## src/rtl/key_evt_pkg.sv

```systemverilog
// Shared state encoding, default timing parameters and width helpers for the key event decoder.
package key_evt_pkg;

  localparam int DEF_TICK_DIV  = 50000;
  localparam int DEF_LONG_MS   = 1000;
  localparam int DEF_DCLICK_MS = 300;
  localparam int DEF_REPEAT_MS = 200;

  typedef enum logic [2:0] {
    ST_IDLE   = 3'd0,
    ST_PRESS1 = 3'd1,
    ST_WAIT2  = 3'd2,
    ST_PRESS2 = 3'd3,
    ST_LONG   = 3'd4
  } state_t;

  function automatic int cnt_width(input int max_val);
    return (max_val < 2) ? 1 : $clog2(max_val);
  endfunction

  function automatic int max3(input int a, input int b, input int c);
    int m;
    m = (a > b) ? a : b;
    return (m > c) ? m : c;
  endfunction

endpackage

```

## src/rtl/ms_tick.sv

```systemverilog
// 1 ms prescaler: tick is high for the last clk of every TICK_DIV-cycle window; clr restarts the window.
// No backpressure; tick is a decode of the registered count, so it never depends on clr combinationally.
module ms_tick
  import key_evt_pkg::*;
#(
  parameter int TICK_DIV = DEF_TICK_DIV
) (
  input  logic clk,
  input  logic rst_n,
  input  logic clr,
  output logic tick
);

  localparam int                DIV_W = cnt_width(TICK_DIV);
  localparam logic [DIV_W-1:0] LAST  = DIV_W'(TICK_DIV - 1);

  logic [DIV_W-1:0] r_cnt;

  always_ff @(posedge clk or negedge rst_n) begin
    if (!rst_n) begin
      r_cnt <= '0;
    end else if (clr || (r_cnt == LAST)) begin
      r_cnt <= '0;
    end else begin
      r_cnt <= r_cnt + 1'b1;
    end
  end

  assign tick = (r_cnt == LAST);

endmodule

```

## src/rtl/key_event_decoder.sv

```systemverilog
// Classifies debounced key edges into short/long/double-click/auto-repeat pulses.
// Pulses are registered, one clk after the deciding edge; no backpressure, inputs are strobes.
module key_event_decoder
  import key_evt_pkg::*;
#(
  parameter int TICK_DIV  = DEF_TICK_DIV,
  parameter int LONG_MS   = DEF_LONG_MS,
  parameter int DCLICK_MS = DEF_DCLICK_MS,
  parameter int REPEAT_MS = DEF_REPEAT_MS
) (
  input  logic clk,
  input  logic rst_n,
  input  logic key_flag,
  input  logic key_state,
  output logic short_press,
  output logic long_press,
  output logic double_click,
  output logic repeat_pulse,
  output logic busy
);

  localparam int               MS_W        = cnt_width(max3(LONG_MS, DCLICK_MS, REPEAT_MS));
  localparam logic [MS_W-1:0] LONG_LAST   = MS_W'(LONG_MS - 1);
  localparam logic [MS_W-1:0] DCLICK_LAST = MS_W'(DCLICK_MS - 1);
  localparam logic [MS_W-1:0] REPEAT_LAST = MS_W'(REPEAT_MS - 1);

  state_t          r_state;
  state_t          w_next;
  logic [MS_W-1:0] r_ms;
  logic [MS_W-1:0] w_lim;
  logic            w_tick;
  logic            w_clr;
  logic            w_restart;
  logic            w_press;
  logic            w_release;
  logic            w_expire;
  logic            w_short;
  logic            w_long;
  logic            w_dbl;
  logic            w_rep;
  logic            r_short;
  logic            r_long;
  logic            r_dbl;
  logic            r_rep;
  logic            r_busy;

  assign w_press   = key_flag & ~key_state;
  assign w_release = key_flag &  key_state;
  assign w_expire  = w_tick && (r_ms == w_lim);

  // Timer restarts on any state change; IDLE and PRESS2 have no timeout so it is held cleared there.
  assign w_clr = (w_next != r_state) || w_restart ||
                 (r_state == ST_IDLE) || (r_state == ST_PRESS2);

  ms_tick #(
    .TICK_DIV(TICK_DIV)
  ) u_ms_tick (
    .clk  (clk),
    .rst_n(rst_n),
    .clr  (w_clr),
    .tick (w_tick)
  );

  always_comb begin
    w_lim = '0;
    case (r_state)
      ST_PRESS1: w_lim = LONG_LAST;
      ST_WAIT2:  w_lim = DCLICK_LAST;
      ST_LONG:   w_lim = REPEAT_LAST;
      default:   w_lim = '0;
    endcase
  end

  // Events are tested before expiry in every state so a coincident edge suppresses the timeout pulse.
  always_comb begin
    w_next    = r_state;
    w_restart = 1'b0;
    w_short   = 1'b0;
    w_long    = 1'b0;
    w_dbl     = 1'b0;
    w_rep     = 1'b0;
    case (r_state)
      ST_IDLE: begin
        if (w_press) w_next = ST_PRESS1;
      end
      ST_PRESS1: begin
        if (w_release) begin
          w_next = ST_WAIT2;
        end else if (w_expire) begin
          w_next = ST_LONG;
          w_long = 1'b1;
        end
      end
      ST_WAIT2: begin
        if (w_press) begin
          w_next = ST_PRESS2;
        end else if (w_expire) begin
          w_next  = ST_IDLE;
          w_short = 1'b1;
        end
      end
      ST_PRESS2: begin
        if (w_release) begin
          w_next = ST_IDLE;
          w_dbl  = 1'b1;
        end
      end
      ST_LONG: begin
        if (w_release) begin
          w_next = ST_IDLE;
        end else if (w_expire) begin
          w_rep     = 1'b1;
          w_restart = 1'b1;
        end
      end
      default: w_next = ST_IDLE;
    endcase
  end

  always_ff @(posedge clk or negedge rst_n) begin
    if (!rst_n) begin
      r_state <= ST_IDLE;
      r_ms    <= '0;
      r_short <= 1'b0;
      r_long  <= 1'b0;
      r_dbl   <= 1'b0;
      r_rep   <= 1'b0;
      r_busy  <= 1'b0;
    end else begin
      r_state <= w_next;
      if (w_clr) begin
        r_ms <= '0;
      end else if (w_tick) begin
        r_ms <= r_ms + 1'b1;
      end
      r_short <= w_short;
      r_long  <= w_long;
      r_dbl   <= w_dbl;
      r_rep   <= w_rep;
      r_busy  <= (w_next != ST_IDLE);
    end
  end

  assign short_press  = r_short;
  assign long_press   = r_long;
  assign double_click = r_dbl;
  assign repeat_pulse = r_rep;
  assign busy         = r_busy;

endmodule

```

## config.mk

```make
export PLATFORM = sky130hd
export DESIGN_NAME = key_event_decoder
export DESIGN_NICKNAME = d
export VERILOG_FILES = /design/src/rtl/key_evt_pkg.sv /design/src/rtl/ms_tick.sv /design/src/rtl/key_event_decoder.sv
export SDC_FILE = /design/constraint.sdc
export NUM_CORES = 1
export LEC_CHECK = 0
export ABC_AREA = 0
export CAP_MARGIN = 0
export CORE_ASPECT_RATIO = 2
export CORE_MARGIN = 8
export CORE_UTILIZATION = 65
export CTS_BUF_LIST = sky130_fd_sc_hd__clkbuf_2
export CTS_CLUSTER_SIZE = 10
export DETAILED_ROUTE_END_ITERATION = 10
export GPL_ROUTABILITY_DRIVEN = 0
export MAX_ROUTING_LAYER = met4
export PLACE_DENSITY = 0.84
export SYNTH_ARGS = -nofsm -noshare
export SYNTH_HDL_FRONTEND = slang
export SYNTH_SLANG_ARGS = --single-unit
```

## constraint.sdc

```tcl
create_clock -name clk -period 6.3 [get_ports clk]
set_input_delay 0.945 -clock clk [delete_from_list [all_inputs] [get_ports clk]]
set_output_delay 0.945 -clock clk [all_outputs]
set_load 0.1 [all_outputs]
```

floorplan.png
Pins as bars on the die edge.
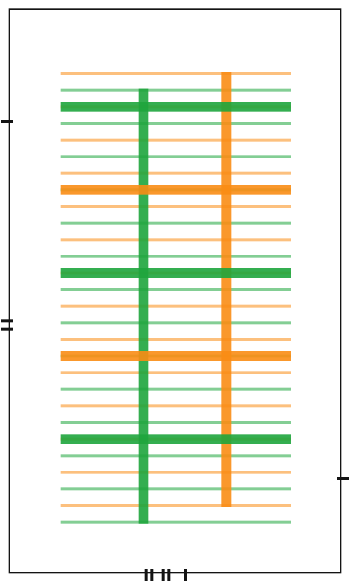
[VDD] orange
[VSS] green
met1 rails: 28
rows: 27
met5 straps: 5

gates.png
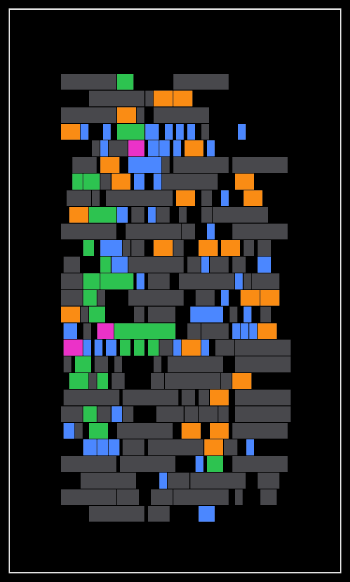
[aoi and oai cells] green | cells: 21
[nor cells] blue | cells: 46
[xor and xnor cells] orange | cells: 24
[non-inverting ao/oa cells] magenta | cells: 3

class_map.png
The bar under the picture is 20 µm long. Fill, decap, tap and diode cells in grey.
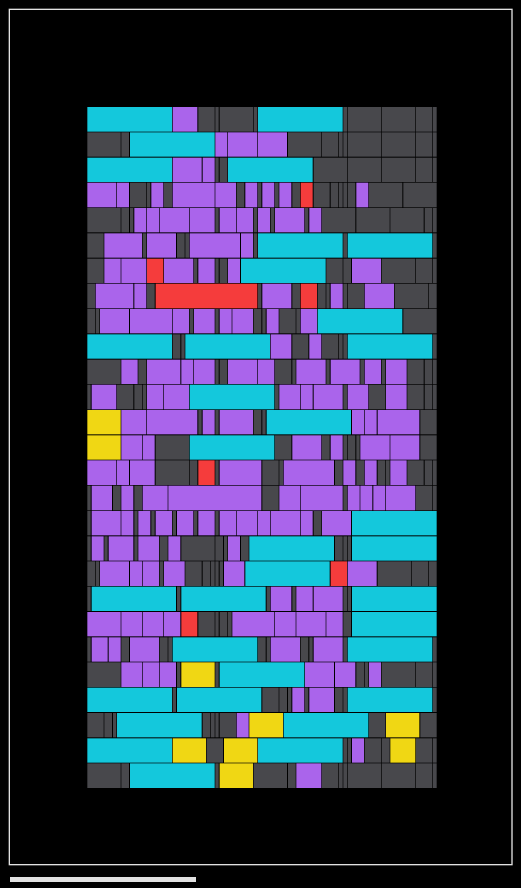
[sequential cells] cyan | cells: 34
[remaining buffers and delay cells] yellow | cells: 9
[clock drivers and dummy loads] red | cells: 7
[remaining logic cells] purple | cells: 148

ff_map.png
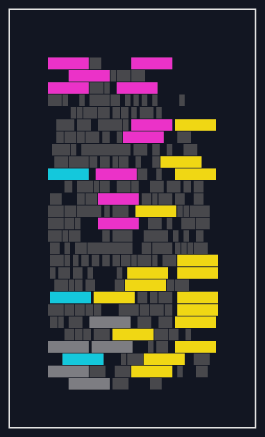
[`u_ms_tick.r_cnt`] yellow | placed flops: 16
[`r_state`] cyan | placed flops: 3
[`r_ms`] magenta | placed flops: 10 | where: north
not coloured: 5

-- power breakdown --
group          switching [mW]  total (mW)  internal (mW)  leakage (nW)
registers              0.0187       0.247          0.229         0.464
logic                  0.0909       0.139         0.0480         0.348
clock network          0.0705       0.134         0.0639        0.0365
-- flip-flops by register name, summed over array words and instances (netlist names) --
name             flops
u_ms_tick.r_cnt     16
r_ms                10
r_state              3
busy                 1
double_click         1
long_press           1
repeat_pulse         1
short_press          1
-- kinds of logic after synthesis --
| family | Yosys count | share of synthesized area, % |
|---|---|---|
| simple gates | 93 | 27.4 |
| flops | 34 | 45.3 |
| compound gates | 24 | 10.7 |
| xor+xnor | 24 | 11.2 |
| buf+inv | 8 | 2.93 |
| mux | 2 | 1.07 |
| fa+ha+maj | 2 | 1.33 |
-- cells in the final DEF (no fill, tap or decap), types with 2 or more instances in the layout --
| master | instances |
|---|---|
| a211oi_1 | 3 |
| a21oi_1 | 3 |
| a31oi_1 | 2 |
| and2_1 | 2 |
| and3_1 | 6 |
| and4_1 | 5 |
| and4bb_2 | 2 |
| clkbuf_2 | 5 |
| clkdlybuf4s50_1 | 8 |
| dfrtp_1 | 34 |
| ha_1 | 2 |
| inv_1 | 3 |
| mux2i_1 | 2 |
| nand2_1 | 15 |
| nand3_1 | 6 |
| nand4_1 | 6 |
| nor2_1 | 28 |
| nor2b_1 | 3 |
| nor3_1 | 9 |
| nor3b_1 | 2 |
| nor4b_2 | 2 |
| o21a_1 | 2 |
| o21ai_0 | 4 |
| o21bai_1 | 2 |
| o22ai_2 | 2 |
| xnor2_1 | 13 |
| xor2_1 | 11 |
-- per-layer routing --
metal	up-vias	wire length, µm	track usage (%)
li1	688	-	-
met3	13	148	4.53
met5	-	0	-
met4	0	129	9.30
met1	720	1450	18.3
met2	34	2240	31.5
==> reports/metrics.cfg <==
[run_status]
status=finished clean

[final_timing]
hold_viol=0
finClkSkew_ps=15.8
fin_ws_ps=3490
rsz0062_at_grt=false
setup_viol=0
finalSetupTns_ps=0
max_freq_ghz=0.356

[placed_design]
hpwl_um=2910
dp_slack_ps=3650

[route]
wl_per_cell_um=17.5
remaining_drc_errors=0
drtPass1Iterations=4
wirelength_um=3960

[synth]
async_flop_share_pct=100
synthCells=187
edf_count=0
top_cell=dfrtp_1
common_cells=34 x dfrtp_1, 28 x nor2_1, 15 x nand2_1
ys_cells=187
flop_cell=dfrtp_1
ys_area_mm2=0.00188
ys_seq_share_pct=45.3
synthTopCellsByArea=dfrtp_1 45%, xnor2_1 6.1%, nor2_1 5.6%, xor2_1 5.1%, nand2_1 3.0%

[setup_path]
path_buffers=1
slowest_stage=clkdlybuf4s50_1
worstRegToRegCells=5
critical_path.max_stage_delay_ps=1130
crit_chain=clkdlybuf4s50_1
cp.depth=1

[finish]
comb_area_share_pct=48.2
signal_buffers=9
logic_gate_count=145
num-fill-cells=212
flops=34
seqCellArea_um2=851
clock_cell_area_share_pct=2.92
inverters=3

[global_route]
grt_start_max_net_pins=35
grt-ovfl-total=0

[min_path]
min_path_type=reg -> reg
holdPathStages=1

[cts]
insertion_delay_ps=380
cts.sinks=34

[floorplan]
die_w_um=54.0
core_mm2=0.00277
die_h_um=92.0

[flow_run]
maxCapViolCount=0

[power_and_ir_drop]
cellPowerDensity_mw_per_mm2=258

Power figures rest on the tool's default switching activity, not on a simulated workload.
